Congestion heat map:
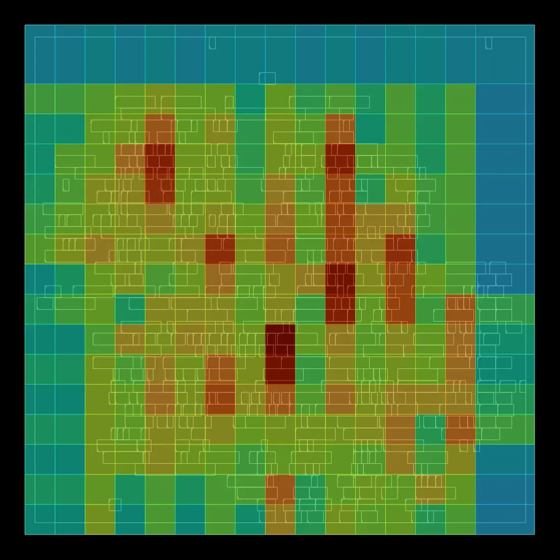
Placement by cell class:
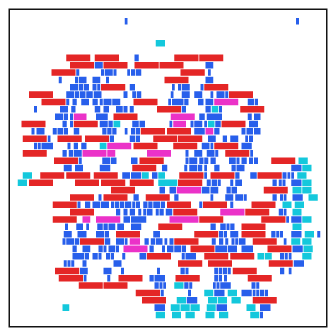
Routed metal, one colour a layer:
Only two layers are drawn.
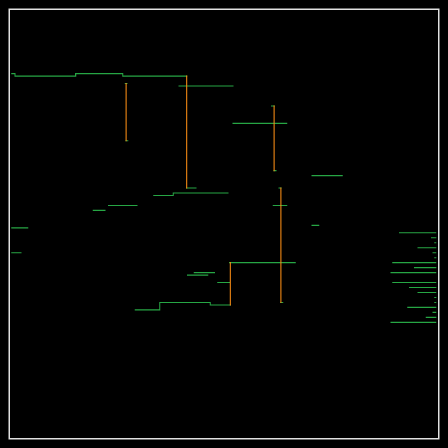
Clock network drawn from the DEF:
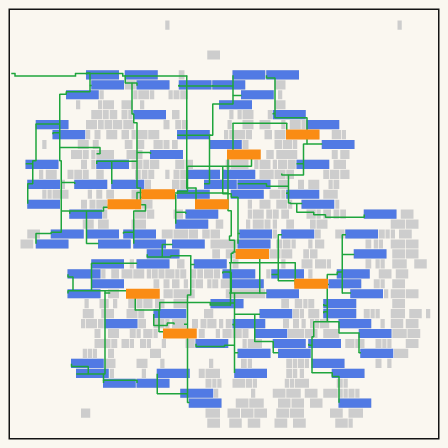
Pin map:
Pins as bars across the die edge, other pins in grey.
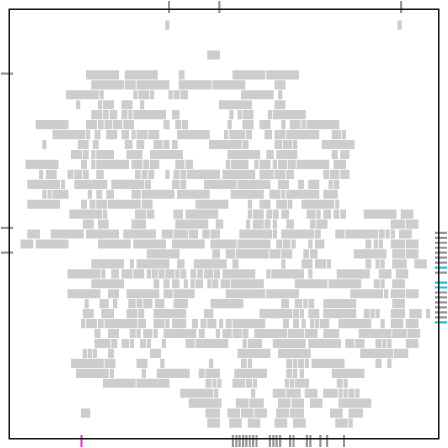
**src/rtl/stop_watch_ctrl.sv**
```systemverilog
// Stopwatch front panel: synchronised/debounced buttons drive a run/lap/pause FSM and display mux.
// Optional lap blink of the decimal points is enabled with `define STOP_WATCH_LAP_BLINK_EN.

module stop_watch_debounce #(
   parameter int DB_TICKS = 1_000_000
) (
   input  logic clk,
   input  logic reset_n,
   input  logic btn,
   output logic pulse
);
   localparam int CW = (DB_TICKS > 1) ? $clog2(DB_TICKS) : 1;

   logic [1:0]    sync;
   logic          level;
   logic          level_q;
   logic [CW-1:0] cnt;

   // cnt counts consecutive samples that disagree with the accepted level
   always_ff @(posedge clk or negedge reset_n) begin
      if (!reset_n) begin
         sync    <= '0;
         level   <= 1'b0;
         level_q <= 1'b0;
         cnt     <= '0;
      end else begin
         sync    <= {sync[0], btn};
         level_q <= level;
         if (sync[1] == level) begin
            cnt <= '0;
         end else if (cnt == CW'(DB_TICKS - 1)) begin
            level <= sync[1];
            cnt   <= '0;
         end else begin
            cnt <= cnt + CW'(1);
         end
      end
   end

   assign pulse = level & ~level_q;
endmodule

module stop_watch_ctrl #(
   parameter int DB_TICKS  = 1_000_000,
   parameter int BLINK_DIV = 25_000_000
) (
   input  logic       clk,
   input  logic       reset_n,
   input  logic       btn_start,
   input  logic       btn_lap,
   input  logic       btn_clr,
   input  logic [3:0] d3,
   input  logic [3:0] d2,
   input  logic [3:0] d1,
   input  logic [3:0] d0,
   output logic       go,
   output logic       clr,
   output logic [3:0] disp3,
   output logic [3:0] disp2,
   output logic [3:0] disp1,
   output logic [3:0] disp0,
   output logic [3:0] dp_out,
   output logic       lap_active
);
   typedef enum logic [1:0] {IDLE, RUN, LAP, PAUSE} state_t;

   if (DB_TICKS < 2 || BLINK_DIV < 2) begin : g_param_check
      $error("stop_watch_ctrl: DB_TICKS and BLINK_DIV must be at least 2");
   end

   state_t      state;
   state_t      nxt;
   logic        load_lap;
   logic [15:0] lap_q;
   logic        start_p;
   logic        lap_p;
   logic        clr_p;

   stop_watch_debounce #(.DB_TICKS(DB_TICKS)) u_db_start (
      .clk(clk), .reset_n(reset_n), .btn(btn_start), .pulse(start_p));
   stop_watch_debounce #(.DB_TICKS(DB_TICKS)) u_db_lap (
      .clk(clk), .reset_n(reset_n), .btn(btn_lap), .pulse(lap_p));
   stop_watch_debounce #(.DB_TICKS(DB_TICKS)) u_db_clr (
      .clk(clk), .reset_n(reset_n), .btn(btn_clr), .pulse(clr_p));

   // Priority clr > start > lap; losing pulses are simply dropped
   always_comb begin
      nxt      = state;
      load_lap = 1'b0;
      if (clr_p) begin
         nxt = IDLE;
      end else if (start_p) begin
         case (state)
            IDLE, PAUSE: nxt = RUN;
            RUN, LAP:    nxt = PAUSE;
            default:     nxt = IDLE;
         endcase
      end else if (lap_p) begin
         case (state)
            RUN: begin
               nxt      = LAP;
               load_lap = 1'b1;
            end
            LAP:     nxt = RUN;
            default: nxt = state;
         endcase
      end
   end

   always_ff @(posedge clk or negedge reset_n) begin
      if (!reset_n) begin
         state <= IDLE;
         go    <= 1'b0;
         clr   <= 1'b0;
         lap_q <= '0;
      end else begin
         state <= nxt;
         go    <= (nxt == RUN) || (nxt == LAP);
         clr   <= clr_p;
         if (clr_p)
            lap_q <= '0;
         else if (load_lap)
            lap_q <= {d3, d2, d1, d0};
      end
   end

   assign lap_active = (state == LAP);
   assign {disp3, disp2, disp1, disp0} = lap_active ? lap_q : {d3, d2, d1, d0};

`ifdef STOP_WATCH_LAP_BLINK_EN
   localparam int BW = $clog2(BLINK_DIV);

   logic [BW-1:0] blink_cnt;
   logic          blink_on;

   // Held at zero outside LAP so every LAP entry starts on the dark phase
   always_ff @(posedge clk or negedge reset_n) begin
      if (!reset_n) begin
         blink_cnt <= '0;
         blink_on  <= 1'b0;
      end else if (nxt != LAP || state != LAP) begin
         blink_cnt <= '0;
         blink_on  <= 1'b0;
      end else if (blink_cnt == BW'(BLINK_DIV - 1)) begin
         blink_cnt <= '0;
         blink_on  <= ~blink_on;
      end else begin
         blink_cnt <= blink_cnt + BW'(1);
      end
   end

   assign dp_out = (lap_active && !blink_on) ? 4'b0000 : 4'b0101;
`else
   assign dp_out = 4'b0101;
`endif
endmodule

```
**config.mk**
```make
export PLATFORM = sky130hd
export DESIGN_NAME = stop_watch_ctrl
export DESIGN_NICKNAME = d
export VERILOG_FILES = /design/src/rtl/stop_watch_ctrl.sv
export SDC_FILE = /design/constraint.sdc
export NUM_CORES = 1
export LEC_CHECK = 0
export CORE_MARGIN = 2
export CORE_UTILIZATION = 35
export CTS_CLUSTER_DIAMETER = 40
export CTS_CLUSTER_SIZE = 8
export DETAILED_ROUTE_END_ITERATION = 16
export HOLD_SLACK_MARGIN = 0.02
export PLACE_DENSITY = 0.63
export SLEW_MARGIN = 5
export SYNTH_ARGS = -nofsm -noshare
export SYNTH_HDL_FRONTEND = slang
export SYNTH_SLANG_ARGS = --single-unit
```
**constraint.sdc**
```tcl
create_clock -name clk -period 2.8 [get_ports clk]
set_input_delay 0.42 -clock clk [delete_from_list [all_inputs] [get_ports clk]]
set_output_delay 0.42 -clock clk [all_outputs]
set_load 0.005 [all_outputs]
```
==> changes_impl.md <==
### Physical design

- Status: finished clean
- Static Leak: 2.17 nW
- ANT nets after route: 0
- Largest net degree at the start of global routing: a little over 40
- DR top layer: met4
- Root Buffer: clkbuf_16
- TNS Setup: 0 ps
- Max stage delay cell, worst path: clkdlybuf4s50_1
- Pins Over Slew Limit: 0
- Avg WL per Cell: 13.2 um
- Die Wd: 117 um
- 1st-pass router iterations: 5
- Metal-1 WL: 4100 um
- Clock H-tree levels: 3
- Mapped Avg Cell Area: 9.89 um^2
- Max Cap Viol: 0
- Pre-Place Util: 35.6%
- Min Tclk post-route: ~2400 ps
- Die Ht: around 120 um
- Vias post-DR: 3345
- Post-cts hold buffer count: 0
- WL met2: 4360 um
- Drt initial violations: 137
- Die ar.: between 10000 and 15000 um^2
- Routed Wire Length: 8850 um
- Setup-failing EPs final: 0
- # Cells Yosys: 452
- Tool Warnings: 27
- Worst IR Drop VDD: between 300 and 400 uV
- Gr ovfl total: 0
- Clk_skew: about 6 ps
- Drt drc: 0
- Critical path's largest stage delay: 450 ps
- Port Buf Inserts: 39
- Worst path arrival time: 2010 ps
- Clk buf depth: 2
- Cell Int Power: about 2.2 mW
- Latency at later pin: ~340 ps
- NetSw: 609 uW
- Post-Syn Instances: ~450
- Primary FF master, synth: dfrtp_1
- Seq share, synth: 51.5%
- Worst path bufs/invs: 3
- Ys flops: ~92
- First-pass GRT wire length: 15500 um
- Unrepaired setup endpoints after global routing: false
- CP cell instances: inv_1, ha_1, buf_4, mux2_2, clkdlybuf4s50_1
- Cycle use final: 86.7%
- Top Layout Cells: dfrtp_1 (92), nand2_1 (50), nor2_1 (45)
- Clock transition at the registers of the reported paths: approximately 60 ps
- Area growth, synth to finish: 20.5%
- Vias/cell: ~5.0
- Share of cells above drive strength 1: between 10% and 20%
- Non-filler cells, final: 670
- Clock power frac: a little under half
- Antenna violations before repair: 0
- Setup repair bufs after CTS: 0
- GPL Wtd Cong: just over 0.8
- Post-DP HPWL: 6060 um
- Synth Warn #: 0
- Mapped cell area: 4470 um^2
- Fmax: between 0.4 and 0.5 GHz
- Final hold violations: 0
- Overall Power: 2.78 mW
- Placed cells: 654
- FP Rows: 41
- Sw Ratio: 21.9%
- Worst setup SP type: register
- GRT Util Overall: 14.1%
- Sink Count: around 92
- Met3 WL: between 200 and 300 um
- CP Max Fanout: 9
- Critical Path Stages: 5
- Worst R2R Path Depth: 5
- Max_slew headroom: 59.3%
- Synthesis area per yosys: 4470 um^2
- Fin nets: 519
Back to the opening pictures, 'congestion heat map':
GR peak layer: met2
fin util: 42.8%
met1 Usage GRT: 17.9%

Back to the opening pictures, 'placement by cell class':
Key: sequential cells = red [cells 92, share of their area 45%]; clock drivers and dummy loads = magenta [cells 16, share of their area 6.2%]; remaining buffers and delay cells = cyan [cells 48, share of their area 9.1%]; combinational and other logic = blue [cells 342, share of their area 40%]

Back to the opening pictures, 'routed metal, one colour a layer':
Key: metal 3 = green [wire length 291 um]; metal 4 = orange [wire length 107 um]

Back to the opening pictures, 'clock network drawn from the DEF':
Key: flip-flops = blue [count 92]; clock drivers = orange [count 9]; clock wires = green [length 1140 um]
There are 10 routed clock nets. Position of the flops: widely spread.

Back to the opening pictures, 'pin map':
Key: reset_n = magenta [pins 1, direction input, edge bottom]; d0 = cyan [pins 4, direction input, edge right]
All pins by edge: 20 bottom, 18 right, 3 left, 3 top.

-- cell families after synthesis --
kind of cell	count (synthesis)	synth area share, %
mux	20	5.01
fa+ha+maj	5	1.40
simple gates	197	22.7
flops	92	51.5
buf+inv	35	3.58
compound gates	63	8.23
xor+xnor	38	7.44
other cells	2	0.168
-- sequential cells by signal, indices dropped and copies added (netlist names), 2 cells and up --
signal	count
u_db_clr.sync	2
u_db_start.cnt	20
u_db_start.sync	2
u_db_clr.cnt	20
u_db_lap.cnt	20
lap_q	16
u_db_lap.sync	2
state	2
-- routing by layer --
layer | vias to the layer above | global-route usage, %
met1 | 1626 | 17.9
met2 | 55 | 24.4
met3 | 10 | 3.30
li1 | 1654 | -
met4 | 0 | 3.92
met5 | - | 0
-- power groups by stage --
stage | Sequential, mW | Clock [mW] | Combinational, mW
floorplan | 1.38 | 0 | 0.0502
global placement | 1.38 | 0 | 0.140
detailed placement | 1.38 | 0 | 0.142
CTS | 1.36 | 1.31 | 0.143
global route | 1.36 | 1.37 | 0.156
finish | 1.36 | 1.28 | 0.139
-- Yosys cell counts, types with 2 or more instances --
cell,number,area share (%)
nor4b_1,2,0.39
inv_1,15,1.3
o31ai_1,7,1.2
or3_1,6,0.84
nor4_1,7,0.98
nand3_1,26,2.9
or4_1,12,2.0
nand4_1,9,1.3
mux2_2,19,4.8
o21ai_0,10,1.1
xor2_1,18,3.5
o41ai_1,3,0.59
nor2_1,45,3.8
xnor2_1,20,3.9
and3_1,4,0.56
and4_1,6,1.2
dfrtp_1,92,51
buf_2,5,0.56
or2_2,2,0.28
conb_1,2,0.17
nor2b_1,2,0.28
and2_1,4,0.56
ha_1,5,1.4
clkbuf_1,10,0.84
nor3_1,10,1.1
buf_4,4,0.67
nand2_1,50,4.2
a21oi_1,39,4.4
or3_2,3,0.50
-- through the flow --
step	setup WS (ps)	utilization, %	cell area [um^2]	hold WS, ps
floorplan	735	-	4480	124
global placement	691	40.3	5060	333
detailed placement	644	40.3	5060	336
CTS	335	42.8	5390	81.0
global route	267	42.8	5390	108
finish	371	42.8	5390	65.4
-- layout make-up --
type,count,area [um^2],share of cell area [%]
Multi-Input combinational cell,327,2020,37.6
Inverter,15,56.3,1.05
Sequential cell,92,2300,42.8
Clock buffer,11,253,4.69
Tap cell,172,215,4.00
Timing Repair Buffer,48,468,8.69
Clock inverter,5,67.6,1.25
-- final timing paths --
| check | from | end | slack, ps |
|---|---|---|---|
| max in group asynchronous | reset_n | u_db_start.cnt[14] | 2080 |
| setup / recovery | state[0] | disp3[2] | 370 |
| setup reg to reg | u_db_clr.cnt[0] | u_db_clr.cnt[18] | 650 |
| hold reg to reg | u_db_lap.sync[0] | u_db_lap.sync[1] | 350 |
| min in group clk | u_db_lap.sync[0] | u_db_lap.sync[1] | 350 |
| hold / removal | reset_n | u_db_clr.cnt[0] | 70 |
No activity file was given, so power comes from the tool's default toggle rates.
